Run 1, M3 wires:
(1.5 px per um) Cells faint in the background.
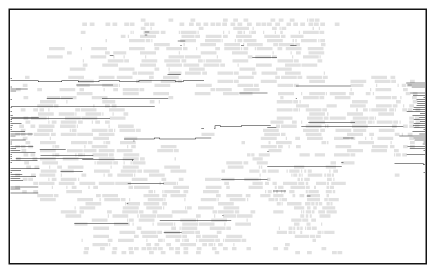
Run 1, sequential cells colored by netlist name:
(1.5 px per um) Other sequential cells in the stronger gray, the rest of the logic in the fainter gray.
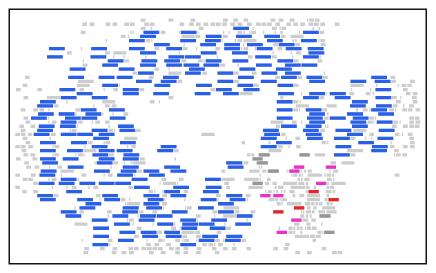
Run 1, track usage over the die:
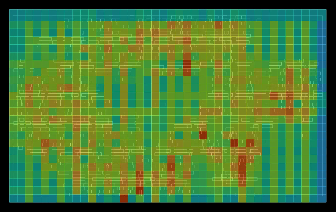
**config.mk**
```make
export PLATFORM = sky130hd
export DESIGN_NAME = demux_1to4_buf
export DESIGN_NICKNAME = d
export VERILOG_FILES = /design/src/rtl/demux_1to4_buf.sv
export SDC_FILE = /design/constraint.sdc
export NUM_CORES = 1
export LEC_CHECK = 0
export CAP_MARGIN = 25
export CORE_ASPECT_RATIO = 0.6
export CORE_MARGIN = 3
export CORE_UTILIZATION = 24
export CTS_CLUSTER_DIAMETER = 120
export DETAILED_ROUTE_END_ITERATION = 10
export GPL_TIMING_DRIVEN = 1
export PLACE_DENSITY = 0.52
export SYNTH_ARGS = -nofsm -noshare
export SYNTH_HDL_FRONTEND = slang
export SYNTH_SLANG_ARGS = --single-unit
```
**constraint.sdc**
```tcl
create_clock -name clk -period 5 [get_ports clk]
set_input_delay 0.5 -clock clk [delete_from_list [all_inputs] [get_ports clk]]
set_output_delay 0.5 -clock clk [all_outputs]
set_load 0.05 [all_outputs]
```
**src/rtl/demux_1to4_buf.sv**
```systemverilog
//==============================================================================
// Module   : demux_1to4_buf
// Brief    : 1-to-4 demultiplexer with an independent 2-entry FIFO per channel.
//            Optional macro DEMUX_RR_EN selects the target channel from an
//            internal round-robin pointer instead of sel.
// Revision : 1.0 - initial release
//==============================================================================
`default_nettype none

`ifndef INTERNAL_BITS
`define INTERNAL_BITS 32
`endif

module demux_1to4_buf #(
    parameter int DATA_W = `INTERNAL_BITS
) (
    input  logic              clk,
    input  logic              rst,
    input  logic [DATA_W-1:0] Data_in,
    input  logic [1:0]        sel,
    input  logic              in_valid,
    output logic              in_ready,
    output logic [DATA_W-1:0] Data_out1,
    output logic [DATA_W-1:0] Data_out2,
    output logic [DATA_W-1:0] Data_out3,
    output logic [DATA_W-1:0] Data_out4,
    output logic [3:0]        out_valid,
    input  logic [3:0]        out_ready,
    output logic              busy
);

    logic [1:0]        w_tgt;
    logic              w_push_any;
    logic [3:0]        w_push;
    logic [3:0]        w_pop;
    logic [3:0]        w_full;
    logic [DATA_W-1:0] w_head [4];

`ifdef DEMUX_RR_EN
    logic [1:0] r_rr_ptr;

    // Pointer moves only on an accepted word so a stalled producer retries the same channel.
    always_ff @(posedge clk) begin
        if (rst) begin
            r_rr_ptr <= 2'd0;
        end else if (w_push_any) begin
            r_rr_ptr <= r_rr_ptr + 2'd1;
        end
    end

    assign w_tgt = r_rr_ptr;
`else
    assign w_tgt = sel;
`endif

    // Ready looks only at occupancy, never at out_ready, so a full channel blocks even while popping.
    assign in_ready   = ~w_full[w_tgt];
    assign w_push_any = in_valid & in_ready;

    generate
        for (genvar g = 0; g < 4; g++) begin : g_ch
            logic [DATA_W-1:0] r_mem [2];
            logic [1:0]        r_cnt;
            logic              r_rd_ptr;
            logic              r_wr_ptr;

            assign w_push[g]    = w_push_any && (w_tgt == 2'(g));
            assign out_valid[g] = (r_cnt != 2'd0);
            assign w_pop[g]     = out_valid[g] & out_ready[g];
            assign w_full[g]    = (r_cnt == 2'd2);
            assign w_head[g]    = out_valid[g] ? r_mem[r_rd_ptr] : '0;

            always_ff @(posedge clk) begin
                if (rst) begin
                    r_cnt    <= 2'd0;
                    r_rd_ptr <= 1'b0;
                    r_wr_ptr <= 1'b0;
                end else begin
                    if (w_push[g]) begin
                        r_mem[r_wr_ptr] <= Data_in;
                        r_wr_ptr        <= ~r_wr_ptr;
                    end
                    if (w_pop[g]) begin
                        r_rd_ptr <= ~r_rd_ptr;
                    end
                    case ({w_push[g], w_pop[g]})
                        2'b10:   r_cnt <= r_cnt + 2'd1;
                        2'b01:   r_cnt <= r_cnt - 2'd1;
                        default: r_cnt <= r_cnt;
                    endcase
                end
            end
        end
    endgenerate

    assign Data_out1 = w_head[0];
    assign Data_out2 = w_head[1];
    assign Data_out3 = w_head[2];
    assign Data_out4 = w_head[3];
    assign busy      = |out_valid;

endmodule

`default_nettype wire

```
==> results.toml, run 1 <==
# physical design summary
[power_and_ir_drop]
largestPowerGroup = "registers"
power_frac_seq_pct = 40.3

[grt]
grt_first_pass_wirelength_um = 41600
grt_antenna_before_repair = 0

[clock_network]
postCtsHoldBufs = 0
cts_inserted_buffers = 27
cts_tree = "done"
cts.root.buffer_cell = "clkbuf_16"
postCtsSetupRepairBufs = 0
clkTransAtPathRegs_ps = 60

[sta]
fin_worst_skew_ps = 8.67
slew_headroom_pct = 37.5
finalHoldViolations = 0
fin_crit_sh_pct = 69.8
rsz0062_at_grt = "false"
timing.fmax_ghz = 0.287

[finish]
nonClkBufAreaFrac_pct = 14.8
regMostFlops = "g_ch.r_mem"
comb_share_pct = 17.0
fin_nets = 893

[die]
fp-utilization_pct = 24.8
row_count = 58
ios = 175

[placed_design]
portBuffers = 174
place_hpwl_um = 19500

[yosys]
avgSynthCellArea_um2 = 16.1
common_cells = "256 x edfxtp_1, 150 x nor2_1, 130 x mux2i_1"
top_area_cell = "edfxtp_1"
area_leaders = "edfxtp_1 73%, mux2i_1 12%, nor2_1 5.3%, dfxtp_1 3.8%, xor2_1 0.66%"
ys_chip_area_um2 = 10600
synth.logic.top_family = "multiplexers"

[critical_path]
r2r_slack_ps = 2710
r2r-start = "g_ch[0].r_cnt[0]$_SDFFE_PP0P_"

[routing]
drt_iter0_markers = 418
vias_per_cell = 4.18
wl_met3_um = 1550
drc = 0

[outcome]
outcome = "finished clean"
-- 'M3 wires' (at the start) --
The wires run mostly horizontal. The layer holds 5.5% of the routed length.
Routed WL: 28200 um
total number of vias: 6015
met3 track demand over resource: 2.94%

-- 'sequential cells colored by netlist name' (at the start) --
Key: g_ch.r_wr_ptr = red [sequential cells 4]; g_ch.r_mem = blue [sequential cells 256, where widely spread]; g_ch.r_cnt = magenta [sequential cells 8]
Seq/total area: 57.0%
final core occ: 33.3%

-- 'track usage over the die' (at the start) --
M1 GR Usage: 17.5%
wire length per cell: 19.6 um
met2 Track Usage GR: 18.1%
GRT Util Overall: 11.9%

==> inputs of run 2 (changes only) <==
Clock period 5 ns to 3.3 ns, I/O delays scaled along.
==> run 2 against run 1 <==
  * Critical path depth stayed put
  * Core utilization hardly changed
  * Synthesized cell count stayed put
  * Routed wire length is 2.3% higher
  * First-iteration DRC count is 19% lower
  * Global-route usage is 0.29 points higher
  * Clock power is 58% higher
  * Worst setup slack worse by 1200 ps
  * Critical endpoint is now Data_out1[22]
  * Count of clock-buffer cells in the layout is 2 lower
  * Area after synthesis stayed put
  * Die size stayed put
  * Clock skew is 0.63 ps lower
==> results.toml, run 2 <==
# physical design summary
[outcome]
outcome = "finished clean"

[die]
ios = 175
fp-utilization_pct = 24.8
row_count = 58

[critical_path]
r2r_slack_ps = 1340
r2r-start = "g_ch[0].r_cnt[0]$_SDFFE_PP0P_"

[yosys]
common_cells = "256 x edfxtp_1, 150 x nor2_1, 130 x mux2i_1"
ys_chip_area_um2 = 10600
area_leaders = "edfxtp_1 73%, mux2i_1 12%, nor2_1 5.3%, dfxtp_1 3.8%, xor2_1 0.66%"
top_area_cell = "edfxtp_1"
avgSynthCellArea_um2 = 16.1

[placed_design]
portBuffers = 174

[power_and_ir_drop]
largestPowerGroup = "registers"
power_frac_seq_pct = 39.3

[clock_network]
postCtsHoldBufs = 0
cts_tree = "done"
cts_inserted_buffers = 28
cts.root.buffer_cell = "clkbuf_16"
postCtsSetupRepairBufs = 0

[routing]
vias_per_cell = 4.18
drt_iter0_markers = 337
post_drt_wl_per_cell_um = 19.9
vias = 6048

[finish]
seq_share_pct = 57.0
final_core_util_pct = 33.3
nonClkBufAreaFrac_pct = 14.3
regMostFlops = "g_ch.r_mem"

[sta]
timing.fmax_ghz = 0.329
fin_worst_skew_ps = 8.04
fin_crit_sh_pct = 92.0
slew_headroom_pct = 55.4

[grt]
grt_antenna_before_repair = 1
grt_first_pass_wirelength_um = 42400
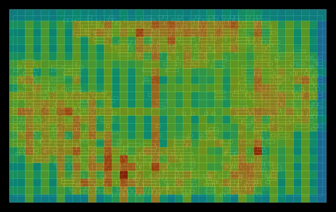
Run 2: track usage over the die
gr busiest metal: met2
met2 Track Usage GR: 19.0%
GRT Util Overall: 12.2%
met3 track demand over resource: 2.87%

Power figures rest on the tool's default switching activity, not on a simulated workload.
